--- src/rtl/sdram_frame_scheduler_pkg.sv ---
// Shared types for the SDRAM frame scheduler and the memory controller it drives.
package sdram_frame_scheduler_pkg;

  // Command bus encoding seen by the SDRAM controller.
  typedef enum logic [1:0] {
    CMD_IDLE  = 2'd0,
    CMD_WRITE = 2'd1,
    CMD_READ  = 2'd2
  } cmd_e;

  // Scheduler FSM states; encoded so each state matches its command value.
  typedef enum logic [1:0] {
    ST_IDLE  = 2'd0,
    ST_WRITE = 2'd1,
    ST_READ  = 2'd2
  } state_e;

  localparam int DATA_W = 16;
  localparam int ADDR_W = 22;
  localparam int BUF_W  = 2;
  localparam int DROP_W = 8;

  // Map a scheduler state onto the controller command bus.
  function automatic cmd_e state_to_cmd(input state_e s);
    cmd_e c;
    case (s)
      ST_WRITE: c = CMD_WRITE;
      ST_READ:  c = CMD_READ;
      default:  c = CMD_IDLE;
    endcase
    return c;
  endfunction

  // Counter width that never collapses to zero bits.
  function automatic int clog2_min1(input int v);
    return (v > 1) ? $clog2(v) : 1;
  endfunction

endpackage

--- src/rtl/sdram_frame_scheduler_frame_buffer_rotator.sv ---
// Triple-buffer rotation and frame offsets for the camera (write) and
// display (read) sides. Write side always lands in the buffer that is
// neither being displayed nor holding the latest complete frame.
module frame_buffer_rotator
  import sdram_frame_scheduler_pkg::*;
#(
  parameter int BURST_LENGTH = 8,
  parameter int FRAME_WORDS  = 153600,
  parameter int OFF_W        = 18
) (
  input  logic              clk,
  input  logic              reset,
  input  logic              frame_start,
  input  logic              in_write,
  input  logic              wr_burst_end,
  input  logic              rd_burst_end,
  output logic [BUF_W-1:0]  wr_buf,
  output logic [BUF_W-1:0]  rd_buf,
  output logic [OFF_W-1:0]  wr_offset,
  output logic [OFF_W-1:0]  rd_offset,
  output logic [DROP_W-1:0] frames_dropped
);

  localparam logic [OFF_W:0] FW_X = (OFF_W + 1)'(FRAME_WORDS);
  localparam logic [OFF_W:0] BL_X = (OFF_W + 1)'(BURST_LENGTH);

  logic [BUF_W-1:0]  wr_buf_q, wr_buf_d;
  logic [BUF_W-1:0]  rd_buf_q, rd_buf_d;
  logic [BUF_W-1:0]  latest_q, latest_d;
  logic [OFF_W-1:0]  wr_off_q, wr_off_d;
  logic [OFF_W-1:0]  rd_off_q, rd_off_d;
  logic [DROP_W-1:0] drops_q, drops_d;
  logic              pend_q, pend_d;
  logic              drop_hit;
  logic [OFF_W:0]    wr_next;
  logic [OFF_W:0]    rd_next;
  logic              wr_wrap;
  logic              rd_wrap;

  // One extra bit so the end-of-frame value is representable before wrapping.
  assign wr_next = {1'b0, wr_off_q} + BL_X;
  assign rd_next = {1'b0, rd_off_q} + BL_X;
  assign wr_wrap = (wr_next == FW_X);
  assign rd_wrap = (rd_next == FW_X);

  // Next-state rules for offsets, buffer indices, resync flag and drop counter.
  always_comb begin
    wr_buf_d = wr_buf_q;
    rd_buf_d = rd_buf_q;
    latest_d = latest_q;
    wr_off_d = wr_off_q;
    rd_off_d = rd_off_q;
    pend_d   = pend_q;
    drops_d  = drops_q;
    drop_hit = 1'b0;

    if (in_write) begin
      if (wr_burst_end) begin
        if (wr_wrap) begin
          // Frame completed: publish it and move to the free buffer. A
          // coinciding frame_start is satisfied by the wrap itself.
          latest_d = wr_buf_q;
          wr_buf_d = 2'd3 - wr_buf_q - rd_buf_q;
          wr_off_d = '0;
          pend_d   = 1'b0;
        end else if (pend_q || frame_start) begin
          // Camera restarted mid-frame: rewrite the same buffer from the top.
          wr_off_d = '0;
          pend_d   = 1'b0;
          drop_hit = 1'b1;
        end else begin
          wr_off_d = wr_next[OFF_W-1:0];
        end
      end else if (frame_start) begin
        // Address must stay fixed during a burst; defer until it ends.
        pend_d = 1'b1;
      end
    end else if (pend_q || frame_start) begin
      drop_hit = (wr_off_q != '0);
      wr_off_d = '0;
      pend_d   = 1'b0;
    end

    if (rd_burst_end) begin
      if (rd_wrap) begin
        rd_off_d = '0;
        rd_buf_d = latest_q;
      end else begin
        rd_off_d = rd_next[OFF_W-1:0];
      end
    end

    if (drop_hit && (drops_q != {DROP_W{1'b1}})) begin
      drops_d = drops_q + 8'd1;
    end
  end

  // Register rotation state; buffer 1 starts as the write target.
  always_ff @(posedge clk) begin
    if (reset) begin
      wr_buf_q <= 2'd1;
      rd_buf_q <= 2'd0;
      latest_q <= 2'd0;
      wr_off_q <= '0;
      rd_off_q <= '0;
      drops_q  <= '0;
      pend_q   <= 1'b0;
    end else begin
      wr_buf_q <= wr_buf_d;
      rd_buf_q <= rd_buf_d;
      latest_q <= latest_d;
      wr_off_q <= wr_off_d;
      rd_off_q <= rd_off_d;
      drops_q  <= drops_d;
      pend_q   <= pend_d;
    end
  end

  assign wr_buf         = wr_buf_q;
  assign rd_buf         = rd_buf_q;
  assign wr_offset      = wr_off_q;
  assign rd_offset      = rd_off_q;
  assign frames_dropped = drops_q;

endmodule

--- src/rtl/sdram_frame_scheduler.sv ---
// Arbitrates SDRAM bursts between the camera write FIFO and the display read
// FIFO, and forms burst addresses inside a triple-buffered frame store.
//
// Handshake: a burst is owned by the scheduler from the cycle command leaves
// IDLE; every cycle the controller asserts data_write_done (write) or
// data_read_valid (read) moves exactly one word, popped/pushed on the FIFO in
// that same cycle. The burst ends on the BURST_LENGTH-th such cycle.
module sdram_frame_scheduler
  import sdram_frame_scheduler_pkg::*;
#(
  parameter int BURST_LENGTH  = 8,
  parameter int FRAME_WORDS   = 153600,
  parameter int POINTER_WIDTH = 8,
  parameter int STARVE_LIMIT  = 4
) (
  input  logic                     clk,
  input  logic                     reset,
  input  logic                     frame_start,
  input  logic [POINTER_WIDTH-1:0] wr_used,
  input  logic [DATA_W-1:0]        wr_data,
  output logic                     wr_ack,
  input  logic [POINTER_WIDTH-1:0] rd_used,
  output logic                     rd_enable,
  output logic [DATA_W-1:0]        rd_data,
  output logic [1:0]               command,
  output logic [ADDR_W-1:0]        data_address,
  output logic [DATA_W-1:0]        data_write,
  input  logic [DATA_W-1:0]        data_read,
  input  logic                     data_read_valid,
  input  logic                     data_write_done,
  output logic [BUF_W-1:0]         rd_buffer,
  output logic [DROP_W-1:0]        frames_dropped
);

  localparam int BCNT_W   = clog2_min1(BURST_LENGTH);
  localparam int OFF_W    = clog2_min1(FRAME_WORDS);
  localparam int STARVE_W = clog2_min1(STARVE_LIMIT + 1);

  localparam logic [BCNT_W-1:0]      BL_LAST    = BCNT_W'(BURST_LENGTH - 1);
  localparam logic [STARVE_W-1:0]    STARVE_MAX = STARVE_W'(STARVE_LIMIT);
  localparam logic [POINTER_WIDTH:0] BL_PW      = (POINTER_WIDTH + 1)'(BURST_LENGTH);
  // Below half full is the same as the fill-count MSB being clear.
  localparam logic [POINTER_WIDTH-1:0] RD_HALF  = {1'b1, {(POINTER_WIDTH-1){1'b0}}};
  localparam logic [ADDR_W-1:0]      FW_A       = ADDR_W'(FRAME_WORDS);

  state_e              state_q, state_d;
  cmd_e                command_q, command_d;
  logic [BCNT_W-1:0]   bcnt_q, bcnt_d;
  logic [STARVE_W-1:0] starve_q, starve_d;
  logic                wr_eligible;
  logic                rd_eligible;
  logic                wr_burst_end;
  logic                rd_burst_end;

  logic [BUF_W-1:0]    wr_buf;
  logic [BUF_W-1:0]    rd_buf;
  logic [OFF_W-1:0]    wr_offset;
  logic [OFF_W-1:0]    rd_offset;

  assign wr_eligible = ({1'b0, wr_used} >= BL_PW);
  assign rd_eligible = (rd_used < RD_HALF);

  // Base address of one of the three frame buffers.
  function automatic logic [ADDR_W-1:0] frame_base(input logic [BUF_W-1:0] b);
    logic [ADDR_W-1:0] base;
    case (b)
      2'd1:    base = FW_A;
      2'd2:    base = FW_A << 1;
      default: base = '0;
    endcase
    return base;
  endfunction

  // Arbitration, burst word counting and starvation tracking.
  always_comb begin
    state_d      = state_q;
    bcnt_d       = bcnt_q;
    starve_d     = starve_q;
    wr_burst_end = 1'b0;
    rd_burst_end = 1'b0;

    case (state_q)
      ST_IDLE: begin
        bcnt_d = '0;
        if (starve_q >= STARVE_MAX) begin
          // Display side has waited long enough; force it in.
          state_d  = ST_READ;
          starve_d = '0;
        end else if (wr_eligible) begin
          state_d  = ST_WRITE;
          starve_d = rd_eligible ? (starve_q + 1'b1) : '0;
        end else if (rd_eligible) begin
          state_d  = ST_READ;
          starve_d = '0;
        end
      end
      ST_WRITE: begin
        if (data_write_done) begin
          bcnt_d = bcnt_q + 1'b1;
          if (bcnt_q == BL_LAST) begin
            state_d      = ST_IDLE;
            bcnt_d       = '0;
            wr_burst_end = 1'b1;
          end
        end
      end
      ST_READ: begin
        if (data_read_valid) begin
          bcnt_d = bcnt_q + 1'b1;
          if (bcnt_q == BL_LAST) begin
            state_d      = ST_IDLE;
            bcnt_d       = '0;
            rd_burst_end = 1'b1;
          end
        end
      end
      default: state_d = ST_IDLE;
    endcase

    command_d = state_to_cmd(state_d);
  end

  // Scheduler FSM registers, including the registered command output.
  always_ff @(posedge clk) begin
    if (reset) begin
      state_q   <= ST_IDLE;
      command_q <= CMD_IDLE;
      bcnt_q    <= '0;
      starve_q  <= '0;
    end else begin
      state_q   <= state_d;
      command_q <= command_d;
      bcnt_q    <= bcnt_d;
      starve_q  <= starve_d;
    end
  end

  frame_buffer_rotator #(
    .BURST_LENGTH (BURST_LENGTH),
    .FRAME_WORDS  (FRAME_WORDS),
    .OFF_W        (OFF_W)
  ) u_rotator (
    .clk            (clk),
    .reset          (reset),
    .frame_start    (frame_start),
    .in_write       (state_q == ST_WRITE),
    .wr_burst_end   (wr_burst_end),
    .rd_burst_end   (rd_burst_end),
    .wr_buf         (wr_buf),
    .rd_buf         (rd_buf),
    .wr_offset      (wr_offset),
    .rd_offset      (rd_offset),
    .frames_dropped (frames_dropped)
  );

  // Burst address: offsets only move at burst end, so it is stable per burst.
  always_comb begin
    data_address = '0;
    case (state_q)
      ST_WRITE: data_address = frame_base(wr_buf) + ADDR_W'(wr_offset);
      ST_READ:  data_address = frame_base(rd_buf) + ADDR_W'(rd_offset);
      default:  data_address = '0;
    endcase
  end

  // FIFO strobes follow the controller directly; a reset cycle abandons the burst.
  assign wr_ack     = (state_q == ST_WRITE) && data_write_done && !reset;
  assign rd_enable  = (state_q == ST_READ) && data_read_valid && !reset;
  assign data_write = wr_data;
  assign rd_data    = data_read;
  assign command    = command_q;
  assign rd_buffer  = rd_buf;

endmodule

--- config.mk ---
export PLATFORM = sky130hd
export DESIGN_NAME = sdram_frame_scheduler
export DESIGN_NICKNAME = d
export VERILOG_FILES = /design/src/rtl/sdram_frame_scheduler_pkg.sv /design/src/rtl/sdram_frame_scheduler_frame_buffer_rotator.sv /design/src/rtl/sdram_frame_scheduler.sv
export SDC_FILE = /design/constraint.sdc
export NUM_CORES = 1
export LEC_CHECK = 0
export CAP_MARGIN = 20
export CELL_PAD_IN_SITES_DETAIL_PLACEMENT = 0
export CELL_PAD_IN_SITES_GLOBAL_PLACEMENT = 1
export CORE_MARGIN = 1.5
export CORE_UTILIZATION = 35
export DETAILED_ROUTE_END_ITERATION = 12
export PLACE_DENSITY_LB_ADDON = 0.1
export SLEW_MARGIN = 0
export SYNTH_ARGS = -nofsm -noshare
export SYNTH_HDL_FRONTEND = slang
export SYNTH_SLANG_ARGS = --single-unit
--- constraint.sdc ---
create_clock -name clk -period 2.95 [get_ports clk]
set_input_delay 0.59 -clock clk [delete_from_list [all_inputs] [get_ports clk]]
set_output_delay 0.59 -clock clk [all_outputs]
set_load 0.1 [all_outputs]
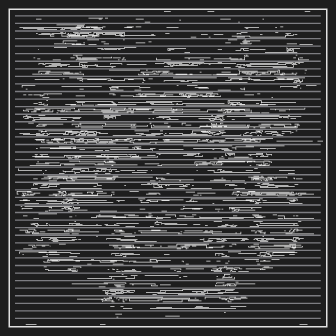
Fig. 1. Met1 routing.
Supply wires on this layer in gray.
wire length on this layer: 5490 um
main direction: horizontal

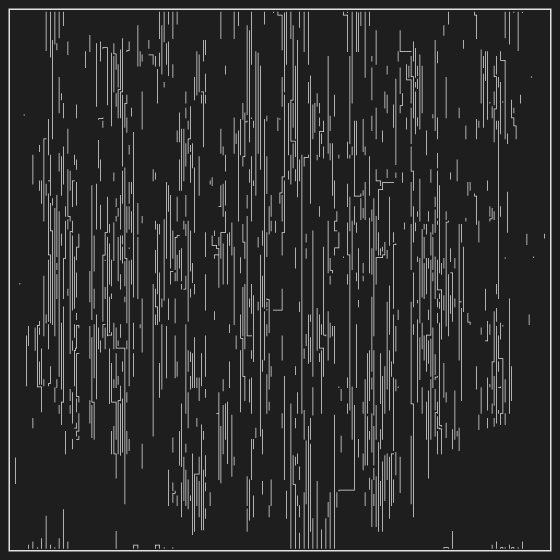
Fig. 2. The metal 2 layer.
share of all routed wire: 49%
nets with wire on the layer: 527
wire length on this layer: 5750 um
main direction: vertical
longest straight run: 54.4 um

==> metrics.log <==
[flow] final metrics
INFO  metric end_kind = output pin
INFO  metric timing.hold.ws = 461.2 ps
INFO  metric synth-cells-yosys = between 500 and 600
INFO  metric largest_net_degree_at_the_start_of_global_routing = 48
INFO  metric hold_start = u_rotator.latest_q[1]
INFO  metric p_int = between 1 and 1.5 mW
INFO  metric routed_via_count = approximately 3900
INFO  metric synth.area.top_cells = sky130_fd_sc_hd__dfxtp_1 (26%), sky130_fd_sc_hd__ha_1 (8.2%), sky130_fd_sc_hd__buf_4 (6.5%)
INFO  metric timing.hold.worst_endpoint = u_rotator.latest_q[1]
INFO  metric drc_violation_total_after_the_first_tritonroute_iteration = between 150 and 200
INFO  metric antenna_found_initial = 0
INFO  metric critical_path.n_buffers_inverters = 3
INFO  metric failed_checks = negative setup slack
INFO  metric share_comb_of_total_power = a little over an eighth
INFO  metric share_of_post_route_cells_with_drive_strength_above_1 = 25.89%
INFO  metric post_layout_min_period = 3104 ps
INFO  metric library_cell_with_the_largest_summed_area_after_synthesis = sky130_fd_sc_hd__dfxtp_1
INFO  metric ys_async_sr_fraction = 0%
INFO  metric start_kind = flip-flop
INFO  metric leakage = between 2 and 2.5 nW
INFO  metric worst_clock_skew = 6.867 ps
INFO  metric cts_tree = done
INFO  metric dr.pass1.iters = 4
INFO  metric timing.critical_path.max_delay_family = adder cells
INFO  metric yosys_warnings = 0
INFO  metric synthTopCellsByCount = sky130_fd_sc_hd__dfxtp_1 (55), sky130_fd_sc_hd__nand2_1 (47), sky130_fd_sc_hd__nor2_1 (47)
INFO  metric routed_wirelength = 11730 um
INFO  metric ioPinCount = around 120
INFO  metric finalSetupViolations = 6
INFO  metric core.rowCount = ~40
INFO  metric outcome = complete, but fails checks
INFO  metric finish.net_count = 669
INFO  metric pwr-share-seq = 46.6%
INFO  metric yosys.stat.seqShare = 25.70%
INFO  metric grt_use_total = 18.55%
INFO  metric post-route-period-util = 105.2%
INFO  metric synthesis.area_per_instance = around 7.7 um2
INFO  metric die_height = 113.6 um
INFO  metric clockBufferDepth = 2
INFO  metric final_critical_path_setup_slack = -154.3 ps
INFO  metric dp.cells = roughly 720
INFO  metric worst_slew_margin_rel = between 50% and 60%
INFO  metric flow.area_growth_from_synthesis = 27.07%
INFO  metric worst_ep_arrival_time = roughly 2500 ps
INFO  metric cts.clk_slew.worst_paths = 70 ps
INFO  metric buffer_ports.inserted = ~41
INFO  metric timing_worst_slew_pin_value = 609.5 ps
cell type report:
class	count	area, um2
fill	1191	6518
timing repair buffer	85	895.9
clock buffer	8	156.4
inverter	27	111.4
sequential	55	1116
multi-input combinational	412	2980
tap	147	183.9
cell families after synthesis:
| kind of cell | after synthesis | share of synthesized area (%) |
|---|---|---|
| fa+ha+maj | 30 | 9.112 |
| compound gates | 117 | 18.08 |
| simple gates | 223 | 26.99 |
| mux | 9 | 2.278 |
| buf+inv | 97 | 12.03 |
| other cells | 1 | 0.08753 |
| flops | 55 | 25.70 |
| xor+xnor | 28 | 5.724 |
power by group through the flow:
| stage | logic (mW) | registers (mW) | clock network, mW |
|---|---|---|---|
| final | 0.218 | 0.750 | 0.640 |
| after CTS | 0.220 | 0.751 | 0.663 |
| after global placement | 0.216 | 0.769 | 0 |
| after detailed placement | 0.218 | 0.770 | 0 |
| after global routing | 0.233 | 0.751 | 0.688 |
| after floorplan | 0.351 | 0.779 | 0 |
per-stage QoR:
| step | area [um2] | utilization [%] |
|---|---|---|
| 3_5_place_dp | 4987 | 41.69 |
| 3_3_place_gp | 4987 | 41.69 |
| 2_1_floorplan | 4404 | - |
| 4_1_cts | 5368 | 44.87 |
| 5_1_grt | 5444 | 45.51 |
| 6_report | 5444 | 45.51 |
routing by layer:
metal | up-vias | GRT usage [%] | part of all wire (%)
li1 | 1998 | - | -
met1 | 1863 | 24.84 | 47
met2 | 58 | 31.20 | 49
met3 | 11 | 3.454 | 3.1
met4 | 0 | 3.917 | 1.1
met5 | - | 0 | 0
placed cells by master (no fill, tap or decap), types with 12 or more instances in the layout:
cell / count
sky130_fd_sc_hd__nand3_1: 32
sky130_fd_sc_hd__dfxtp_1: 51
sky130_fd_sc_hd__ha_1: 17
sky130_fd_sc_hd__buf_4: 56
sky130_fd_sc_hd__a22oi_1: 12
sky130_fd_sc_hd__xor2_1: 15
sky130_fd_sc_hd__inv_1: 19
sky130_fd_sc_hd__a21oi_1: 23
sky130_fd_sc_hd__nand2_1: 46
sky130_fd_sc_hd__buf_12: 19
sky130_fd_sc_hd__o21ai_0: 19
sky130_fd_sc_hd__nor2_1: 46
sky130_fd_sc_hd__nor3_1: 14
repair_timing:
action                                  CTS  global route
hold endpoints to repair                  0             0
hold buffers                              0             0
pin swaps                                28            16
resized                                  37            15
setup buffers                            11             5
endpoints found under the setup margin    6             6
state kept, by name, summed over array words and instances, names as in the netlist:
register / count
state_q: 2
bcnt_q: 3
u_rotator.rd_buf: 2
u_rotator.rd_offset: 15
u_rotator.frames_dropped: 8
u_rotator.wr_buf: 2
u_rotator.latest_q: 2
command: 2
u_rotator.pend_q: 1
starve_q: 3
u_rotator.wr_offset: 15
worst max-delay path by stage:
stage	startpoint	to	slack (ps)	cells past startpoint
detailed placement	u_rotator.wr_buf[1]	data_address[17]	-80	13
CTS	u_rotator.wr_buf[1]	data_address[17]	-200	13
global route	u_rotator.rd_buf[0]	data_address[18]	-260	12
finish	u_rotator.wr_buf[1]	data_address[17]	-150	13
global placement	u_rotator.wr_buf[1]	data_address[17]	-40	13
floorplan	u_rotator.rd_buf[0]	data_address[19]	-200	11
Power and IR drop assume default switching activity.
